--- config.mk ---
export PLATFORM = sky130hd
export DESIGN_NAME = dmem_read_master_flat
export DESIGN_NICKNAME = d
export VERILOG_FILES = /design/src/rtl/dmem_pkg.sv /design/src/rtl/dmem_read_master_if.sv /design/src/rtl/dmem_req_fifo.sv /design/src/rtl/dmem_read_master.sv /design/src/flat_wrapper.sv
export SDC_FILE = /design/constraint.sdc
export NUM_CORES = 1
export LEC_CHECK = 0
export CORE_MARGIN = 3
export CORE_UTILIZATION = 45
export CTS_BUF_LIST = sky130_fd_sc_hd__clkbuf_2
export DETAILED_ROUTE_END_ITERATION = 12
export PLACE_DENSITY = 0.83
export SETUP_SLACK_MARGIN = 0.2
export SLEW_MARGIN = 20
export SYNTH_ARGS = -nofsm -noshare
export SYNTH_HDL_FRONTEND = slang
export SYNTH_SLANG_ARGS = --single-unit
export TNS_END_PERCENT = 100
--- constraint.sdc ---
create_clock -name clock -period 2.99 [get_ports clock]
set_input_delay 0.598 -clock clock [delete_from_list [all_inputs] [get_ports clock]]
set_output_delay 0.598 -clock clock [all_outputs]
set_load 0.01 [all_outputs]
--- src/rtl/dmem_pkg.sv ---
// Shared types and constants for the read-only DataMemory initiator.
// Holds the FSM state encoding, the bus word width and the default reissue limit.
package dmem_pkg;

  localparam int DMEM_WORD_W    = 32;
  localparam int DMEM_MAX_RETRY = 15;

  typedef enum logic [1:0] {
    IDLE  = 2'd0,
    ISSUE = 2'd1,
    WAIT  = 2'd2,
    RESP  = 2'd3
  } dmem_state_t;

endpackage : dmem_pkg

--- src/rtl/dmem_read_master_if.sv ---
// DataMemory port: the initiator drives en/we/addr/wd, the responder returns rd/stall.
// stall pulses high for one cycle after an accepted issue, with rd valid alongside it.
interface DataMemory;
  import dmem_pkg::*;

  logic                   en;
  logic                   we;
  logic [DMEM_WORD_W-1:0] addr;
  logic [DMEM_WORD_W-1:0] wd;
  logic [DMEM_WORD_W-1:0] rd;
  logic                   stall;

  modport master (
    output en,
    output we,
    output addr,
    output wd,
    input  rd,
    input  stall
  );

  modport slave (
    input  en,
    input  we,
    input  addr,
    input  wd,
    output rd,
    output stall
  );

endinterface : DataMemory

--- src/rtl/dmem_req_fifo.sv ---
// Circular address queue with power-of-two depth, wrapping pointers and an occupancy count.
// The head entry stays visible until pop; push and pop together leave the count unchanged.
module dmem_req_fifo
  import dmem_pkg::*;
#(
  parameter int DEPTH = 2,
  parameter int W     = DMEM_WORD_W
) (
  input  logic         clock,
  input  logic         reset,
  input  logic         push,
  input  logic [W-1:0] push_data,
  input  logic         pop,
  output logic         full,
  output logic         empty,
  output logic [W-1:0] head
);

  localparam int PTR_W = (DEPTH > 1) ? $clog2(DEPTH) : 1;
  localparam int CNT_W = $clog2(DEPTH + 1);

  logic [W-1:0]     mem [DEPTH];
  logic [PTR_W-1:0] wr_ptr;
  logic [PTR_W-1:0] rd_ptr;
  logic [CNT_W-1:0] count;

  // NOTE: clocked state uses non-blocking assignments so every flop samples
  // pre-edge values regardless of the order the always blocks are evaluated in.
  always_ff @(posedge clock or negedge reset) begin
    if (!reset) begin
      wr_ptr <= '0;
      rd_ptr <= '0;
      count  <= '0;
    end else begin
      if (push) wr_ptr <= wr_ptr + 1'b1;
      if (pop)  rd_ptr <= rd_ptr + 1'b1;
      unique case ({push, pop})
        2'b10:   count <= count + 1'b1;
        2'b01:   count <= count - 1'b1;
        default: count <= count;
      endcase
    end
  end

  // NOTE: the storage array is deliberately left out of reset; the pointers and
  // count decide which entries are meaningful, so clearing it only costs logic.
  always_ff @(posedge clock) begin
    if (push) mem[wr_ptr] <= push_data;
  end

  assign full  = (count == CNT_W'(DEPTH));
  assign empty = (count == '0);
  assign head  = mem[rd_ptr];

endmodule : dmem_req_fifo

--- src/rtl/dmem_read_master.sv ---
// Read-only initiator on the second DataMemory port: queues CPU word reads, reissues dropped
// issues and returns data on a valid/ready channel. `DMEM_TIMEOUT_EN bounds reissues at MAX_RETRY.
module dmem_read_master
  import dmem_pkg::*;
#(
  parameter int REQ_DEPTH = 2,
  parameter int MAX_RETRY = DMEM_MAX_RETRY
) (
  input  logic                   clock,
  input  logic                   reset,
  input  logic                   req_valid,
  output logic                   req_ready,
  input  logic [DMEM_WORD_W-1:0] req_addr,
  output logic                   resp_valid,
  input  logic                   resp_ready,
  output logic [DMEM_WORD_W-1:0] resp_data,
  output logic                   resp_err,
  output logic                   busy,
  DataMemory.master              port
);

  dmem_state_t            state;
  logic                   q_full;
  logic                   q_empty;
  logic [DMEM_WORD_W-1:0] q_head;
  logic                   push;
  logic                   pop;
  logic                   timeout;
  logic                   pending;

  assign req_ready = ~q_full;
  assign push      = req_valid & req_ready;
  // An accepted issue or a timed-out request retires the head; nothing pops speculatively.
  assign pop       = (state == WAIT) & (port.stall | timeout);
  // Work waiting for the next issue, counting a request arriving this very cycle.
  assign pending   = ~q_empty | push;

  dmem_req_fifo #(
    .DEPTH (REQ_DEPTH),
    .W     (DMEM_WORD_W)
  ) u_req_fifo (
    .clock     (clock),
    .reset     (reset),
    .push      (push),
    .push_data (req_addr),
    .pop       (pop),
    .full      (q_full),
    .empty     (q_empty),
    .head      (q_head)
  );

`ifdef DMEM_TIMEOUT_EN
  localparam int CNT_W = $clog2(MAX_RETRY + 1);

  logic [CNT_W-1:0] retry_cnt;
  logic             err_q;

  assign timeout  = ~port.stall & (retry_cnt == CNT_W'(MAX_RETRY));
  assign resp_err = err_q;

  // The error flag only moves in WAIT, so it stays frozen across the whole RESP phase.
  always_ff @(posedge clock or negedge reset) begin
    if (!reset) begin
      retry_cnt <= '0;
      err_q     <= 1'b0;
    end else if (state == WAIT) begin
      if (port.stall) begin
        retry_cnt <= '0;
        err_q     <= 1'b0;
      end else if (timeout) begin
        retry_cnt <= '0;
        err_q     <= 1'b1;
      end else begin
        retry_cnt <= retry_cnt + 1'b1;
      end
    end
  end
`else
  logic unused_max_retry;

  assign timeout          = 1'b0;
  assign resp_err         = 1'b0;
  assign unused_max_retry = ^MAX_RETRY;
`endif

  always_ff @(posedge clock or negedge reset) begin
    if (!reset) begin
      state     <= IDLE;
      resp_data <= '0;
    end else begin
      unique case (state)
        IDLE: begin
          if (pending) state <= ISSUE;
        end
        ISSUE: begin
          state <= WAIT;
        end
        WAIT: begin
          if (port.stall) begin
            resp_data <= port.rd;
            state     <= RESP;
          end else if (timeout) begin
            resp_data <= '0;
            state     <= RESP;
          end else begin
            state     <= ISSUE;
          end
        end
        RESP: begin
          if (resp_ready) state <= pending ? ISSUE : IDLE;
        end
        default: state <= IDLE;
      endcase
    end
  end

  // Bus outputs decode from registered state and queue head only, never from stall/rd.
  assign port.en   = (state == ISSUE);
  assign port.addr = (state == ISSUE) ? q_head : '0;
  assign port.we   = 1'b0;
  assign port.wd   = '0;

  assign resp_valid = (state == RESP);
  assign busy       = ~q_empty | (state != IDLE);

endmodule : dmem_read_master

--- src/flat_wrapper.sv ---
// flat-port wrapper written by rule: the top's interface ports become plain ports
module dmem_read_master_flat import dmem_pkg::*;
#(
  parameter int REQ_DEPTH = 2,
  parameter int MAX_RETRY = DMEM_MAX_RETRY
)
  (clock, reset, req_valid, req_ready, req_addr, resp_valid, resp_ready, resp_data, resp_err, busy, port_en, port_we, port_addr, port_wd, port_rd, port_stall);
  DataMemory port_i ();
  input  logic clock;
  input  logic reset;
  input  logic req_valid;
  output logic req_ready;
  input  logic [DMEM_WORD_W-1:0] req_addr;
  output logic resp_valid;
  input  logic resp_ready;
  output logic [DMEM_WORD_W-1:0] resp_data;
  output logic resp_err;
  output logic busy;
  output wire logic [$bits(port_i.en)-1:0] port_en;
  output wire logic [$bits(port_i.we)-1:0] port_we;
  output wire logic [$bits(port_i.addr)-1:0] port_addr;
  output wire logic [$bits(port_i.wd)-1:0] port_wd;
  input wire logic [$bits(port_i.rd)-1:0] port_rd;
  input wire logic [$bits(port_i.stall)-1:0] port_stall;
  assign port_en = port_i.en;
  assign port_we = port_i.we;
  assign port_addr = port_i.addr;
  assign port_wd = port_i.wd;
  assign port_i.rd = port_rd;
  assign port_i.stall = port_stall;
  dmem_read_master #(.REQ_DEPTH(REQ_DEPTH), .MAX_RETRY(MAX_RETRY)) u_core (.clock(clock), .reset(reset), .req_valid(req_valid), .req_ready(req_ready), .req_addr(req_addr), .resp_valid(resp_valid), .resp_ready(resp_ready), .resp_data(resp_data), .resp_err(resp_err), .busy(busy), .port(port_i));
endmodule
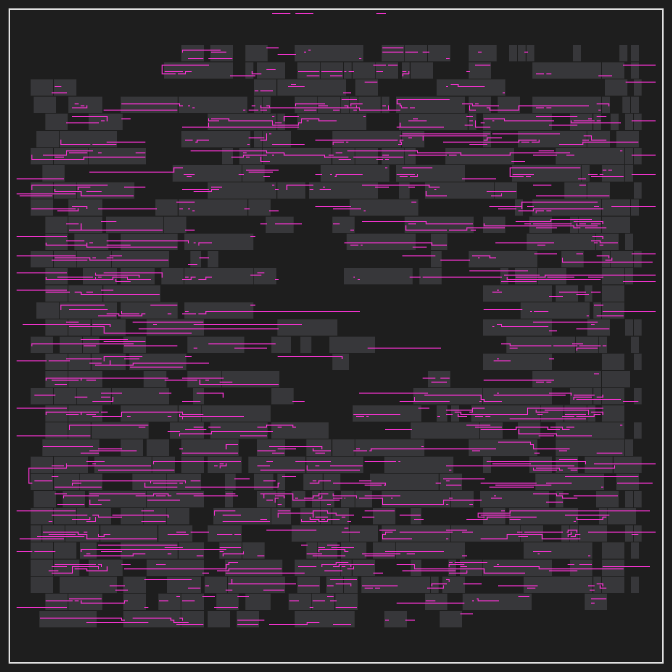
*Signal wires on met1*
The layer carries 3380 µm of wire. 392 nets have wire on it. The wires run mostly horizontal. The layer holds 41% of the routed length. The longest straight run is 24.4 µm.
final WL: 8.294 mm
met1 usage: 18.99%

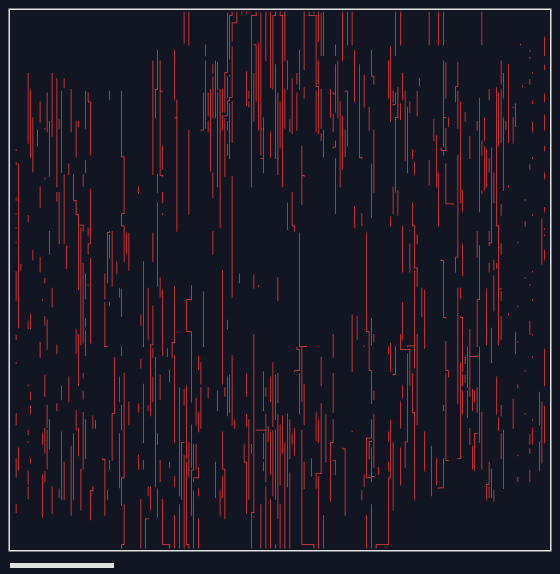
*Met2 routing*
The bar under the picture is 20 µm long.
416 nets have wire on it. The layer holds 48% of the routed length. The wires run mostly vertical. The layer carries 3990 µm of wire.
routed vias: 2444
GR Layer Usage met2: 25.44%

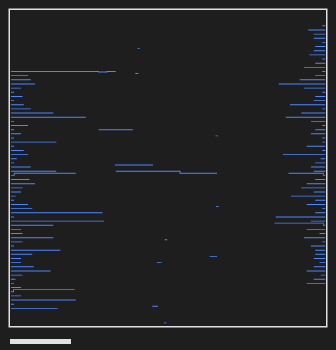
*The metal 3 layer*
The bar under the picture is 20 µm long.
The layer carries 796 µm of wire. 125 nets have wire on it.

==> flow_metrics.env <==
# source this file to load flow results
export IMPL_critical_path_required_ns=2.39
export IMPL_dp_cells=522
export IMPL_buffers=144
export IMPL_synth_edff_count=64
export IMPL_worst_path_max_delay_cell="clkdlybuf4s50_1"
export IMPL_synth_warnings=0
export IMPL_netlist_area_um2=4272
export IMPL_grt_total_usage_pct=15.65
export IMPL_clk_share_pct=2.252
export IMPL_top_area_cell="edfxtp_1"
export IMPL_powerDensity_nw_per_um2=908.3
export IMPL_ys_sh_mux_pct=18.39
export IMPL_syn_area_per_cell_um2=16.06
export IMPL_status="completed"
export IMPL_synthAoiAreaFrac_pct=0.5565
export IMPL_max_stage_delay_ns=0.56
export IMPL_grt_max_degree=39
export IMPL_flop_cell="edfxtp_1"
export IMPL_startpoint_type="register"
export IMPL_final_cells=540
export IMPL_highest_layer="met4"
export IMPL_cp_top_family="buffers and inverters"
export IMPL_io_pins=171
export IMPL_fillers=640
export IMPL_top_logic_kind="multiplexers"
export IMPL_logic_area_um2=1194
export IMPL_grt_pass1_vias=2589
export IMPL_cp_buffers_inverters=2
export IMPL_drt_iter0_markers=61
export IMPL_regMostFlops="u_core.u_req_fifo.mem"
export IMPL_synthesis_instances=266
export IMPL_layout_setup_ws_ns=0.3459
export IMPL_ant_nets=0
export IMPL_clk_path_buf_depth=2
export IMPL_clk_pin_slew_worst_paths_ns=0.27
export IMPL_seq_area_frac_synth_pct=67.25
export IMPL_pwr_share_comb_pct=44.9
export IMPL_design_seq_count=102
export IMPL_fp_util_pct=47.59
export IMPL_areaGrowthSynthToFinish_pct=36.56
export IMPL_dp_hpwl_mm=5.922
export IMPL_timing_setup_tns_ns=0
export IMPL_p_comb_uw=2380
export IMPL_met1Wirelength_mm=3.377
export IMPL_tool_warnings=27
export IMPL_vdd_drop_max_mv=0.4849
export IMPL_post_cts_buffers=2
export IMPL_cts_htree_levels=3
export IMPL_viasPerCell=4.526
export IMPL_timing_rr_end="u_core.u_req_fifo.count[1]"
export IMPL_grt_pass1_wl_mm=12.68
export IMPL_reg_top3="u_core.u_req_fifo.mem x64, u_core.resp_data x32"
export IMPL_route_met2_wl_mm=3.986
export IMPL_async_reset_ff_share_pct=37.25
export IMPL_setup_worst_path_start="u_core.state[1]"
export IMPL_maxCapViolations=0
export IMPL_largest_cell_class="sequential cells"
export IMPL_synthSimpleGateAreaFrac_pct=4.511
export IMPL_ys_top_cells_by_count="64 x edfxtp_1, 38 x dfrtp_1, 34 x buf_4, 34 x nor2_1, 32 x mux2i_1"
export IMPL_dieArea_um2=10700
export IMPL_yosysMostFrequentCell="edfxtp_1"
export IMPL_power_switching_uw=1638
export IMPL_layout_nonclk_buf_share_pct=25.16
export IMPL_ys_area_um2=4272
export IMPL_final_layout_top_logic_cells="121 x clkdlybuf4s50_1, 64 x edfxtp_1, 36 x dfrtp_1, 34 x conb_1, 33 x nor2_1"
export IMPL_relSlewSlack_pct=45.35
export IMPL_regToRegSetupSlack_ns=1.25
export IMPL_pg_seq_uw=2230
export IMPL_drive_gt1_share_pct=14.49
export IMPL_power_static_leakage_uw=0.002605
export IMPL_top_power_group="combinational logic"
export IMPL_clock_sinks=102
export IMPL_yosysUniqueCellTypes=23
export IMPL_worstReg2RegStart="u_core.state[1]"
export IMPL_slew_violations=0
export IMPL_comb_share_pct=20.46
export IMPL_finalSetupViolations=0
export IMPL_synth_seq_cells=102
export IMPL_clk_latency_ns=0.52
export IMPL_final_seq_area_um2=2875
export IMPL_comb_cells=150
export IMPL_fmaxAchievable_mhz=378.2
export IMPL_arrival_ns=2.05
export IMPL_cp_max_fo=33
export IMPL_lay_top_count="clkdlybuf4s50_1"
export IMPL_core_area_um2=8976
export IMPL_clockBufferCount=11
export IMPL_p_seq_share_pct=42.1
export IMPL_tritoncts="built"
export IMPL_antenna_found_initial=0
export IMPL_finish_net_count=479
export IMPL_ys_cells=266
export IMPL_place_ws_ns=0.7023
export IMPL_crit_type="register to output port"
export IMPL_xor_share_pct=1.025
export IMPL_busiest_layer="met2"
